==> config.mk <==
export PLATFORM = sky130hd
export DESIGN_NAME = shiftreg_ctrl
export DESIGN_NICKNAME = d
export VERILOG_FILES = /design/src/rtl/shiftreg_pkg.sv /design/src/rtl/shiftreg_ctrl.sv
export SDC_FILE = /design/constraint.sdc
export NUM_CORES = 1
export LEC_CHECK = 0
export CAP_MARGIN = 10
export CORE_MARGIN = 2
export CORE_UTILIZATION = 35
export DETAILED_ROUTE_END_ITERATION = 8
export PLACE_DENSITY = 0.59
export SKIP_CTS_REPAIR_TIMING = 1
export SLEW_MARGIN = 40
export SYNTH_ARGS = -nofsm -noshare
export SYNTH_HDL_FRONTEND = slang
export SYNTH_SLANG_ARGS = --single-unit
export TNS_END_PERCENT = 10
==> constraint.sdc <==
create_clock -name clk -period 2.5 [get_ports clk]
set_input_delay 0.625 -clock clk [delete_from_list [all_inputs] [get_ports clk]]
set_output_delay 0.625 -clock clk [all_outputs]
set_load 0.005 [all_outputs]
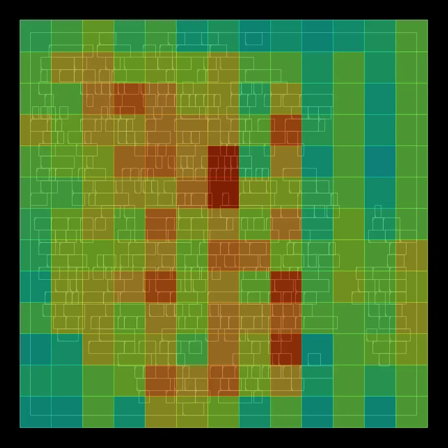
*Routing congestion, run 1*
routed length per instance: 14.4 microns
met2 track utilization from global routing: 29.7%
most heavily used metal layer in global routing: met2
overall routing resource usage: 17.9%

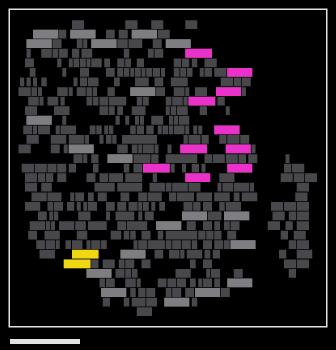
*Where the registers sit, run 1*
Scale bar: 20 microns.
- state: yellow (placed flops 2)
- bub: magenta (placed flops 10)
- not coloured: 20
fraction of area in registers: 19.0%
Seq. pwr: 0.717 mW
fraction of the core area covered by cells at the end of the flow: 47.7%

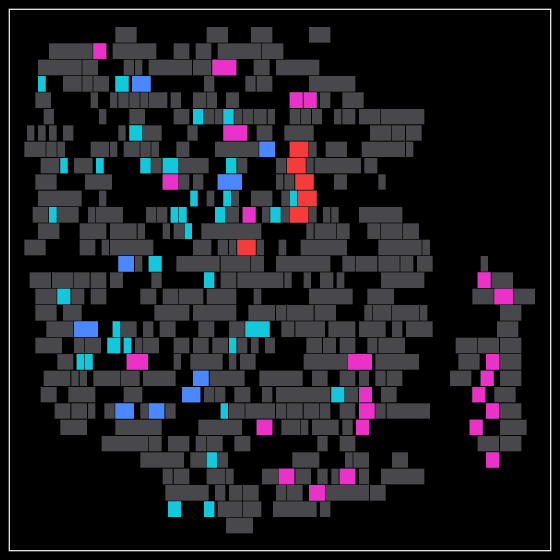
*Gate families picked out, run 1*
- and/or cells: magenta (cells 24; most used and2_1)
- xor and xnor cells: red (cells 6; most used xor2_1)
- non-inverting ao/oa cells: blue (cells 9; most used o21a_1)
- nor cells: cyan (cells 34; most used nor2_1)
fin cells: 495
multi-input gate share of total cell area: 52.1%
highest-count logic cell in the final layout: buf_4

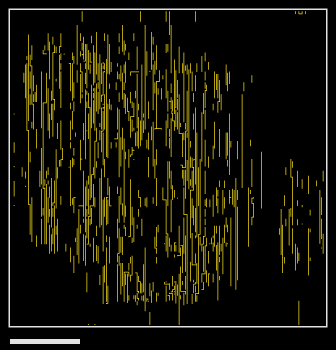
*Metal 2, run 1*
Scale bar: 20 microns.
- longest straight run: 34.0 microns
- main direction: vertical
- nets with wire on the layer: 348
- share of all routed wire: 46%
Post-Route WL: 7150 microns
number of vias after detailed routing: 2656

==> flow_metrics.rpt <==
==== FLOW RESULTS ====
----------------------------------------------------
[Yosys]
  Leading register cell type out of synthesis ........................ dfxtp_1
  Number of synthesized register bits ........................ 32
  Sequential fraction of the synthesis area ........................ about 25%
  Fa+ha+maj area frac ........................ 9.22%
  Dominant combinational family ........................ simple AND/OR/NAND/NOR gates
  Area fraction in mux cells ........................ under 10%
  Cell count listed in synth_stat.txt ........................ 340
  Yosys warns ........................ 0
  Number of synthesized flops with an enable pin ........................ 0
  Aoi/oai-family share of the synthesized area ........................ roughly a quarter
  Cell area after synthesis ........................ around 2600 sq um
  Synthesized netlist cell count ........................ 340
  Number of nets in the synthesized netlist ........................ between 300 and 400
  AND/OR/NAND/NOR Cells, Area Fraction ........................ 25.8%
  Post-synthesis area per instance ........................ 7.58 sq um
  Fraction of registers with async set or reset after synthesis ........................ 0%
  XOR-XNOR Cells, Area Fraction ........................ 2.04%
  Post-synthesis chip area from yosys ........................ between 2000 and 3000 sq um
  Count of unique library cells instantiated by Yosys ........................ approximately 55

[Cells and area]
  Flip-flop and latch area ........................ around 650 sq um
  Fill cell instance count of the final layout ........................ slightly above 700
  Count of sequential standard cells ........................ 32
  Multi-input combinational cell count ........................ around 260
  Buffers excl. clock ........................ about 78
  Post-Layout Inst Area ........................ ~3400 sq um
  Cell group occupying the most layout area ........................ logic gates
  Signed area change from the synthesized netlist to the final layout ........................ 32.7%
  Combinational cell area excluding buffers and inverters ........................ 1780 sq um
  Clock-cell share of area ........................ around 2.3%
  Data-path buffer share of cell area in the final layout ........................ roughly a fifth
  Number of logic inverters in the finished layout ........................ 22
  Clock Buffer Count ........................ 6
  Fraction of layout instances using a drive strength above 1 ........................ 18.7%
  Number of diodes ........................ 0
  Post-layout nets ........................ 436

[Global route]
  Global routing met3 resource utilization ........................ under 10%
  Maximum number of pins on one net before global-route repair ........................ 26
  Global-route track usage on met1 ........................ 24.4%
  Initial antenna violation count ........................ 0
  Gr ovfl total ........................ 0
  Via count of the first global-routing pass ........................ 2508
  Wire length of the first global-routing pass ........................ 12100 microns

[Detailed routing]
  Detailed-route wire length on metal 1 ........................ 3400 microns
  Met3 wire len ........................ ~380 microns
  Number of iterations in the first detailed-routing pass ........................ 5
  Uppermost layer routed ........................ met4
  Final antenna-violating net count ........................ 0
  DRC viols ........................ 0
  Count of routing violations after the opening detailed-route iteration ........................ approximately 120
  Met2 Wirelength ........................ 3310 microns
  Via density per instance ........................ 5.37

[STA]
  Setup Skew ........................ between 0.01 and 0.015 ns
  WHS ........................ between 0.4 and 0.5 ns
  Maximum frequency from static timing analysis ........................ 377 MHz
  Worst-margin pin slew ........................ between 0.4 and 0.5 ns
  Count of final max-slew check failures ........................ 0
  Setup tns final ........................ -0.204 ns
  Clock period minus final worst setup slack ........................ 2.65 ns
  Worst slew margin ........................ between 60 and 70%
  Total of endpoints with negative setup slack in the final report ........................ 2
  Hold Vio Cnt, Final ........................ 0
  RSZ-0062 raised after global routing ........................ yes
  Final worst slack ........................ -0.154 ns
  Fraction of the cycle the final worst path needs ........................ 106%

[Die]
  Well tap count ........................ ~99
  Full die area ........................ 8070 sq um
  Overall die height ........................ about 90 microns
  Core Area ........................ around 7200 sq um
  Width of the die ........................ about 90 microns
  Rows ........................ 31
  Effective utilization at floorplan ........................ approximately 36%
  Top-level port count ........................ ~50

[Clock network]
  Insertion delay to the later sink of the worst-skew pair ........................ 0.29 ns
  Number of sinks handled by clock tree synthesis ........................ 32
  CTS Root Cell ........................ clkbuf_8
  TritonCTS buffer count ........................ 5
  Maximum buffer depth of the clock tree ........................ 2
  H-tree depth reported by CTS ........................ 2
  Clock tree from TritonCTS ........................ built
  Reg clk slew, reported paths ........................ 0.06 ns

[Hold path]
  Hold Path Class ........................ reg2reg
  Worst hold stages ........................ 2

[Critical path]
  Largest driver fanout on the critical path ........................ 2
  Arrival time of the worst setup path ........................ 2.03 ns
  Type of the worst setup path ........................ reg2out
  Required time of the critical path ........................ between 1.5 and 2 ns
  Crit end category ........................ output pin
  Setup crit start kind ........................ register
  Worst R2R Setup Slack ........................ 0.14 ns
  Cell depth of the worst flop-to-flop path ........................ 6

[Status]
  Outcome ........................ finished with violations
  Failing checks ........................ negative setup slack

[Placement]
  Routability congestion estimate ........................ around 0.84
  Post-Place Cells ........................ around 490
  Buffers on Ports ........................ 34
  Half-perimeter wire length of the detailed placement result ........................ 5120 microns
  Setup Slack @ Placement ........................ -0.262 ns
  DP Area ........................ around 3200 sq um

[Power and ir drop]
  Max rail drop VDD ........................ approximately 450 uV
  PD cells ........................ approximately 840 nW/um^2
  Tot Pwr ........................ about 2.9 mW
  Leakage ........................ around 1.4 nW

[Run]
  Max-cap viol count ........................ 0
  Warning total across the stage logs ........................ 34

----------------------------------------------------
## run 1: Yosys cell counts, drive strengths merged (4+ instances only)
cell type / n / area [sq um]
o21ai: 18 / 90.1
nand3: 11 / 55.1
a21oi: 29 / 149
nor2b: 4 / 25.0
ha: 19 / 238
xor2: 5 / 43.8
or3: 6 / 47.5
or4: 6 / 45.0
and2: 8 / 50.1
clkbuf: 18 / 67.6
dfxtp: 32 / 641
nand2: 36 / 135
buf: 11 / 80.1
nor2: 17 / 63.8
nand4: 7 / 43.8
nor3: 9 / 45.0
o31ai: 6 / 45.0
a211oi: 7 / 52.6
inv: 22 / 82.6
mux2i: 12 / 120
o41ai: 4 / 53.8
nand2b: 13 / 81.3
## run 1: cells in the final DEF, fill, tap and decap left out, types with 3 or more instances in the layout
master,count
and2_1,7
o31ai_1,6
nor3_1,9
inv_1,22
ha_1,16
xor2_1,5
o41ai_1,3
o21a_1,3
dlymetal6s2s_1,5
dfxtp_1,26
nor4_1,3
buf_4,41
clkdlybuf4s50_1,29
nand2_1,36
a211oi_1,6
clkbuf_8,5
a311oi_1,3
nand2b_1,12
or3_1,3
nand3_1,11
o21ai_0,18
mux2i_1,12
a21oi_1,27
dfxtp_2,6
or4_1,6
nand4_1,7
nor2b_1,4
or3_4,3
nor2_1,16
## run 1: worst max-delay path, cell delays in order, from the launching register on
cell and delay, ns:
dfxtp_2 0.33, inv_1 0.07, ha_4 0.27, nand4_1 0.13, or3_4 0.42, buf_4 0.16
a21oi_4 0.13, a211oi_1 0.09, dlymetal6s2s_1 0.15
## run 1: power breakdown
part	leakage, nW	internal, mW	switching (mW)	total, mW
Sequential	0.263	0.614	0.102	0.717
Clock	0.0410	0.189	0.197	0.386
Combinational	1.08	0.816	0.941	1.76
Total	1.38	1.62	1.24	2.86
Power is estimated from default activity; no workload was simulated.
